<file path="config.mk">
export PLATFORM = sky130hd
export DESIGN_NAME = apb_master
export DESIGN_NICKNAME = d
export VERILOG_FILES = /design/src/rtl/apb_pkg.sv /design/src/rtl/apb_wdog.sv /design/src/rtl/apb_master.sv
export SDC_FILE = /design/constraint.sdc
export NUM_CORES = 1
export LEC_CHECK = 0
export CAP_MARGIN = 20
export CORE_MARGIN = 3
export CORE_UTILIZATION = 36
export DETAILED_ROUTE_END_ITERATION = 6
export PLACE_DENSITY = 0.85
export RECOVER_POWER = 25
export SYNTH_ARGS = -nofsm -noshare
export SYNTH_HDL_FRONTEND = slang
export SYNTH_SLANG_ARGS = --single-unit
</file>
<file path="constraint.sdc">
create_clock -name PCLK -period 1.7 [get_ports PCLK]
set_input_delay 0.17 -clock PCLK [delete_from_list [all_inputs] [get_ports PCLK]]
set_output_delay 0.17 -clock PCLK [all_outputs]
set_load 0.01 [all_outputs]
</file>
<file path="src/rtl/apb_pkg.sv">
// ============================================================================
// Module      : apb_pkg
// Description : Shared types and constants for the APB initiator.
//               - apb_state_t : transfer FSM states (IDLE, SETUP, ACCESS)
//               - PWM_*_OFS   : register offsets of the PWM responder
//               - APB_TIMEOUT_CYC_DEF : default ACCESS-cycle timeout
//               - is_word_aligned()   : byte-address alignment helper
// Revision    : 1.0 - initial release
// ============================================================================
`default_nettype none

package apb_pkg;

    typedef enum logic [1:0] {
        IDLE   = 2'd0,
        SETUP  = 2'd1,
        ACCESS = 2'd2
    } apb_state_t;

    // PWM responder register map (byte offsets)
    localparam logic [7:0] PWM_PERIOD_OFS = 8'h00;
    localparam logic [7:0] PWM_PULSE_OFS  = 8'h04;
    localparam logic [7:0] PWM_SIZE_OFS   = 8'h08;
    localparam logic [7:0] PWM_ENABLE_OFS = 8'h0C;

    localparam int unsigned APB_TIMEOUT_CYC_DEF = 16;

    // Transfers are whole 32-bit words; any nonzero byte lane offset is rejected.
    function automatic logic is_word_aligned(input logic [1:0] addr_lsb);
        return (addr_lsb == 2'b00);
    endfunction

endpackage

`default_nettype wire

</file>
<file path="src/rtl/apb_wdog.sv">
// ============================================================================
// Module      : apb_wdog
// Description : ACCESS-phase watchdog. Counts ACCESS cycles of the current
//               transfer and flags the last allowed cycle so the initiator
//               can abort if PREADY is still low there.
// Ports       : clk_i      - clock, rising edge
//               rst_ni     - asynchronous active-low reset
//               clr_i      - clear counter (transfer is in SETUP)
//               cnt_en_i   - count this cycle (transfer is in ACCESS)
//               expire_o   - current ACCESS cycle is the TIMEOUT_CYC-th one
// Revision    : 1.0 - initial release
// ============================================================================
`default_nettype none

module apb_wdog #(
    parameter int unsigned TIMEOUT_CYC = 16
) (
    input  logic clk_i,
    input  logic rst_ni,
    input  logic clr_i,
    input  logic cnt_en_i,
    output logic expire_o
);

    localparam int unsigned CNT_W = $clog2(TIMEOUT_CYC + 1);

    logic [CNT_W-1:0] cnt_q;
    logic [CNT_W-1:0] cnt_d;

    always_comb begin
        cnt_d = cnt_q;
        if (clr_i) begin
            cnt_d = '0;
        end else if (cnt_en_i && (cnt_q != CNT_W'(TIMEOUT_CYC))) begin
            cnt_d = cnt_q + 1'b1;
        end
    end

    always_ff @(posedge clk_i or negedge rst_ni) begin
        if (!rst_ni) begin
            cnt_q <= '0;
        end else begin
            cnt_q <= cnt_d;
        end
    end

    // cnt_q holds the number of ACCESS cycles already completed, so the
    // final allowed cycle is the one where TIMEOUT_CYC-1 have gone by.
    assign expire_o = cnt_en_i && (cnt_q == CNT_W'(TIMEOUT_CYC - 1));

endmodule

`default_nettype wire

</file>
<file path="src/rtl/apb_master.sv">
// ============================================================================
// Module      : apb_master
// Description : APB initiator. Converts a valid/ready command into a single
//               APB transfer (SETUP, then ACCESS with PREADY wait states) and
//               returns read data / error on a held valid/ready response.
//               Misaligned commands are answered with an error and never
//               reach the bus.
// Config      : APB_TIMEOUT_EN - when defined, an ACCESS phase lasting
//               TIMEOUT_CYC cycles without PREADY is aborted with an error.
// Ports       : PCLK, PRESETn                    - clock / async low reset
//               cmd_valid/ready/write/addr/wdata - command channel
//               rsp_valid/ready/rdata/err        - response channel
//               PADDR/PSEL/PENABLE/PWRITE/PWDATA - APB request (registered)
//               PREADY/PRDATA/PSLAVEERR          - APB completion
// Revision    : 1.0 - initial release
// ============================================================================
`default_nettype none

module apb_master
    import apb_pkg::*;
#(
    parameter int unsigned ADDR_W      = 32,
    parameter int unsigned DATA_W      = 32,
    parameter int unsigned TIMEOUT_CYC = APB_TIMEOUT_CYC_DEF
) (
    input  logic              PCLK,
    input  logic              PRESETn,
    input  logic              cmd_valid,
    output logic              cmd_ready,
    input  logic              cmd_write,
    input  logic [ADDR_W-1:0] cmd_addr,
    input  logic [DATA_W-1:0] cmd_wdata,
    output logic              rsp_valid,
    input  logic              rsp_ready,
    output logic [DATA_W-1:0] rsp_rdata,
    output logic              rsp_err,
    output logic [ADDR_W-1:0] PADDR,
    output logic              PSEL,
    output logic              PENABLE,
    output logic              PWRITE,
    output logic [DATA_W-1:0] PWDATA,
    input  logic              PREADY,
    input  logic [DATA_W-1:0] PRDATA,
    input  logic              PSLAVEERR
);

    apb_state_t        state_q,     state_d;
    logic [ADDR_W-1:0] paddr_q,     paddr_d;
    logic              psel_q,      psel_d;
    logic              penable_q,   penable_d;
    logic              pwrite_q,    pwrite_d;
    logic [DATA_W-1:0] pwdata_q,    pwdata_d;
    logic              rsp_valid_q, rsp_valid_d;
    logic [DATA_W-1:0] rsp_rdata_q, rsp_rdata_d;
    logic              rsp_err_q,   rsp_err_d;

    logic              access_expired;

`ifdef APB_TIMEOUT_EN
    apb_wdog #(
        .TIMEOUT_CYC (TIMEOUT_CYC)
    ) u_wdog (
        .clk_i    (PCLK),
        .rst_ni   (PRESETn),
        .clr_i    (state_q == SETUP),
        .cnt_en_i (state_q == ACCESS),
        .expire_o (access_expired)
    );
`else
    assign access_expired = 1'b0;
`endif

    // Gated with PRESETn so no command can be accepted while reset is held.
    assign cmd_ready = PRESETn && (state_q == IDLE) && !rsp_valid_q;

    always_comb begin
        state_d     = state_q;
        paddr_d     = paddr_q;
        psel_d      = psel_q;
        penable_d   = penable_q;
        pwrite_d    = pwrite_q;
        pwdata_d    = pwdata_q;
        rsp_valid_d = rsp_valid_q;
        rsp_rdata_d = rsp_rdata_q;
        rsp_err_d   = rsp_err_q;

        // Only valid drops on consumption; data and error stay visible.
        if (rsp_valid_q && rsp_ready) begin
            rsp_valid_d = 1'b0;
        end

        case (state_q)
            IDLE: begin
                if (cmd_valid && cmd_ready) begin
                    paddr_d  = cmd_addr;
                    pwrite_d = cmd_write;
                    pwdata_d = cmd_write ? cmd_wdata : '0;
                    if (!is_word_aligned(cmd_addr[1:0])) begin
                        rsp_valid_d = 1'b1;
                        rsp_err_d   = 1'b1;
                        rsp_rdata_d = '0;
                    end else begin
                        state_d   = SETUP;
                        psel_d    = 1'b1;
                        penable_d = 1'b0;
                    end
                end
            end

            SETUP: begin
                state_d   = ACCESS;
                penable_d = 1'b1;
            end

            ACCESS: begin
                if (PREADY) begin
                    state_d     = IDLE;
                    psel_d      = 1'b0;
                    penable_d   = 1'b0;
                    rsp_valid_d = 1'b1;
                    rsp_err_d   = PSLAVEERR;
                    rsp_rdata_d = (!pwrite_q && !PSLAVEERR) ? PRDATA : '0;
                end else if (access_expired) begin
                    state_d     = IDLE;
                    psel_d      = 1'b0;
                    penable_d   = 1'b0;
                    rsp_valid_d = 1'b1;
                    rsp_err_d   = 1'b1;
                    rsp_rdata_d = '0;
                end
            end

            default: begin
                state_d   = IDLE;
                psel_d    = 1'b0;
                penable_d = 1'b0;
            end
        endcase
    end

    always_ff @(posedge PCLK or negedge PRESETn) begin
        if (!PRESETn) begin
            state_q     <= IDLE;
            paddr_q     <= '0;
            psel_q      <= 1'b0;
            penable_q   <= 1'b0;
            pwrite_q    <= 1'b0;
            pwdata_q    <= '0;
            rsp_valid_q <= 1'b0;
            rsp_rdata_q <= '0;
            rsp_err_q   <= 1'b0;
        end else begin
            state_q     <= state_d;
            paddr_q     <= paddr_d;
            psel_q      <= psel_d;
            penable_q   <= penable_d;
            pwrite_q    <= pwrite_d;
            pwdata_q    <= pwdata_d;
            rsp_valid_q <= rsp_valid_d;
            rsp_rdata_q <= rsp_rdata_d;
            rsp_err_q   <= rsp_err_d;
        end
    end

    assign PADDR     = paddr_q;
    assign PSEL      = psel_q;
    assign PENABLE   = penable_q;
    assign PWRITE    = pwrite_q;
    assign PWDATA    = pwdata_q;
    assign rsp_valid = rsp_valid_q;
    assign rsp_rdata = rsp_rdata_q;
    assign rsp_err   = rsp_err_q;

endmodule

`default_nettype wire

</file>
### Placed cells, one color a class, run 1

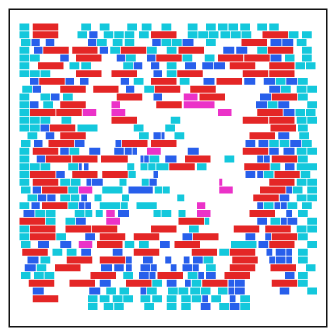
Key: remaining logic cells = blue [cells 146, share of their area 21%]; registers = red [cells 102, share of their area 40%]; remaining buffers and delay cells = cyan [cells 226, share of their area 36%]; clock drivers and dummy loads = magenta [cells 15, share of their area 3.1%]

### Track usage over the die, run 1

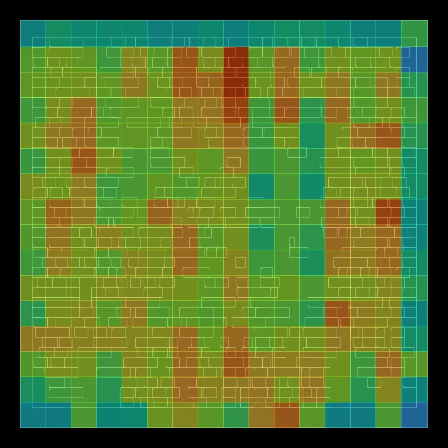
final core occ: 61.9%
M3 GR Usage: 7.42%
drt wl/cell: 17.9 um

==> impl_metrics.ini, run 1 <==
; implementation run metrics
[outcome]
outcome = complete, no violations

[placed_design]
gp_congestion = 0.778
dp_hpwl_um = 8240
dp_slack_ps = -28.7
dp.cells = 606
numPortBuffers = 204
place_area_mm2 = 0.00626

[worst_setup_path]
reg2reg_slack_ps = 60
crit_family = buffers and inverters
cpPeakStageDelay_ps = 430
crit_path_start_kind = flip-flop
crit_type = reg -> reg
path_depth = 6
crit_buf_inv = 3
critical-path-slowest-cell = dfrtp_2

[power_and_ir_drop]
clockPowerShare_pct = 22.2
vdd_drop_max_mv = 0.576
seq_power_share_pct = 45.5
p_clk_w = 0.00153
comb-power_w = 0.00221
p_per_area_mw_per_mm2 = 1060

[clocking]
clkSinkCount = 102
numCtsBuffers = 9
cts_tree = built
cts_buffer_depth = 2
clk_latency_ps = 350

[finish]
nets = 588
n_clock_buffer = 11
layout_top_cell = clkdlybuf4s50_1
n_all_buffers = 226
finalInstanceArea_mm2 = 0.00651
lay_top_cells = 201 x clkdlybuf4s50_1, 101 x dfrtp_1, 33 x mux2_2
flop_area_mm2 = 0.00255

[synthesis]
ys_sh_aoi_pct = 16.3
edf_count = 0
yosys_area_mm2 = 0.00395
ys.flop_type = dfrtp_1
synthesis.area_mm2 = 0.00395
mux_share_pct = 9.67
area_leaders = dfrtp_1 65%, mux2_2 9.4%, a21bo_2 8.1%
syn_avg_cell_area_um2 = 14.5
ys_sh_adder_pct = 0

[timing]
post-route-period-util_pct = 96.5
setup_slack_ps = 59.7
post-route-min-period_ps = 1640
grt_setup_unrepaired = yes
fin_setup_tns_ps = 0
timing.final.hold_violations = 0
fin_hold_ws_ps = 2.73

[global_routing]
grt_pass1_wl_um = 18000
grt_pass1_vias = 3444
grt.overflow.total = 0
globalRouteMet1Util_pct = 21.0

[job]
warning_count = 27

[floorplan]
fp.dieH_um = 111
num_rows = 37
io_pins = 205

[drt]
dr.pass1.iters = 4
ant_nets = 0
routed_wl_um = 11200
### Wiring by layer, run 1

Two of the layers only.
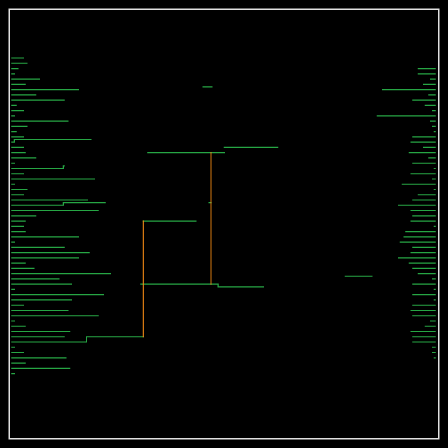
Key: M4 = orange [wire length 63.9 um]; M3 = green [wire length 905 um]

### Clock wires, drivers and flops, run 1

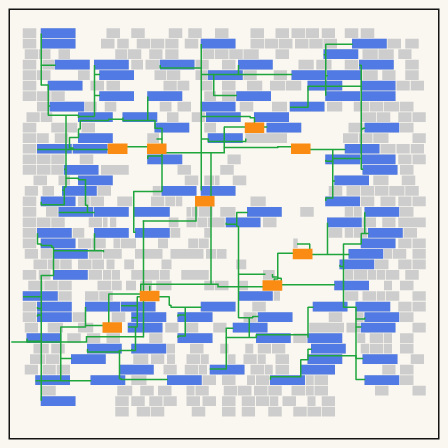

--- run 2 (diff from run 1) ---
Settings changed: CORE_UTILIZATION 36 to 28, PLACE_DENSITY 0.85 to 0.7.
### Clock wires, drivers and flops, run 2

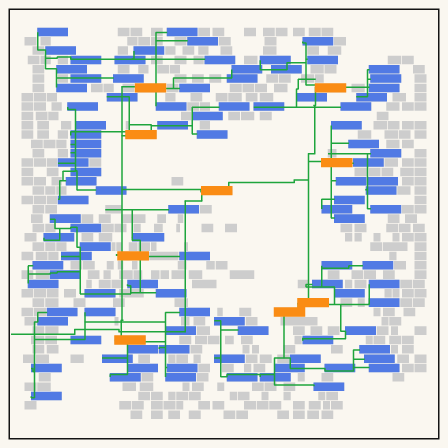
Key: clock-net drivers = orange [count 9]; flip-flops = blue [count 102]; clock wires = green [length 1250 um]
Position of the flops: widely spread.

==> impl_metrics.ini, run 2 <==
; implementation run metrics
[outcome]
outcome = complete, no violations

[clocking]
clk_pin_slew_ps = 70
h-tree-depth = 3
cts_buffer_depth = 2
cts-hold-fix-buffers = 1
post_cts_resized = 2
clk_latency_ps = 340
cts_tree = built
clkSinkCount = 102
cts_setup_buffers = 1
numCtsBuffers = 9

[synthesis]
topCombFamilyByArea = AND-OR/OR-AND gates
synth_flops = 102
simple_gate_area_share_pct = 6.57
edf_count = 0
yosys_area_mm2 = 0.00395
area_leaders = dfrtp_1 65%, mux2_2 9.4%, a21bo_2 8.1%
synthesis.area_mm2 = 0.00395
synthTopCellsByCount = 102 x dfrtp_1, 33 x mux2_2, 32 x a21bo_2, 32 x a22o_1, 32 x nand4_1
synth_cells = 272
synth-warning-count = 0
syn_avg_cell_area_um2 = 14.5
ys_sh_adder_pct = 0
async_flop_share_pct = 100
seq_area_frac_synth_pct = 64.7
mux_share_pct = 9.67
ys_sh_aoi_pct = 16.3
largest_area_cell = dfrtp_1
ys_cells = 272
ys.flop_type = dfrtp_1
synth_top_cell_by_count = dfrtp_1

[global_routing]
grt.met2_usage_pct = 22.8
top_usage_layer = met2
grt_pass1_wl_um = 18000
grt.overflow.total = 0
globalRouteMet1Util_pct = 18.0
grt_pass1_vias = 3376
grt_max_degree = 59
grtUsageMet3_pct = 4.42

[worst_setup_path]
r2r_cells = 5
crit_path_start_kind = input pin
path_depth = 7
rr_startpoint = state_q[1]
critical-path-slowest-cell = dlygate4sd3_1
crit_type = in -> reg
crit_buf_inv = 4
cpMostUsedCell = buf_4
cp.required_ps = 1920
cpPeakStageDelay_ps = 570
crit_family = buffers and inverters
worstSetupEndpointType = flip-flop
reg2reg_slack_ps = 140
crit_chain = dlygate4sd3_1 -> buf_4 -> nor4b_4 -> buf_4 -> nand2_4 -> buf_12 -> mux2_2
cp-startpoint = PRESETn
worstPathArrival_ps = 1850

[floorplan]
core_area_mm2 = 0.0135
io_pins = 205
die-area_mm2 = 0.0156
die_w_um = 125
fp.dieH_um = 125
taps = 176
fp_util_pct = 29.2
num_rows = 42

[drt]
vias = 3117
via_per_inst = 4.74
ant_nets = 0
top_layer_used = met4
routed_wl_um = 11100
route.met3.wl_um = 906
wl_met1_um = 4840
wire_per_inst_um = 16.9
first_iter_violations = 127
dr.pass1.iters = 4

[finish]
nMultiInputCombCells = 145
seq_share_pct = 38.8
layout.nonclk_buf_share_pct = 33.5
flop_area_mm2 = 0.00255
drive_gt1_share_pct = 20.5
nets = 580
nFillCells = 1169
finalInstanceArea_mm2 = 0.00658
largest_cell_class = flip-flops and latches
post-route-util_pct = 48.7
design.seq.count = 102
finalNonFillerCells = 658
n_antenna_cell = 0
layout_top_cell = clkdlybuf4s50_1
combGateArea_mm2 = 0.00130
lay_top_cells = 202 x clkdlybuf4s50_1, 101 x dfrtp_1, 33 x mux2_2
inverters = 1
area_growth_syn_to_layout_pct = 66.9
n_clock_buffer = 12
n_all_buffers = 218

[timing]
fin_setup_tns_ps = 0
grt_setup_unrepaired = no
post-route-min-period_ps = 1630
maxSlewHeadroom_pct = 29.0
worstMarginPinSlew_ps = 1070
max_freq_ghz = 0.612
setup_slack_ps = 65.2
fin_hold_ws_ps = 391
timing.final.hold_violations = 0
post-route-period-util_pct = 96.2

[power_and_ir_drop]
power_leader = sequential cells
clockPowerShare_pct = 28.0
pwr-share-comb_pct = 29.5
switching_share_pct = 26.0
power.total_w = 0.00736
power_leakage_nw = 2.82
p_per_area_mw_per_mm2 = 1120
comb-power_w = 0.00217
pg_seq_w = 0.00313
seq_power_share_pct = 42.5
vdd_drop_max_mv = 0.486
p_clk_w = 0.00206
p_int_w = 0.00545

[min_path]
hold_path_class = in -> reg
whs_path_depth = 2
min_to = rsp_valid
hold_start = rsp_ready

[placed_design]
dp.cells = 640
gp_congestion = 0.788
dp_slack_ps = 101
numPortBuffers = 204
place_area_mm2 = 0.00626
dp_hpwl_um = 8090

[job]
warning_count = 26
No activity file was given, so power comes from the tool's default toggle rates.
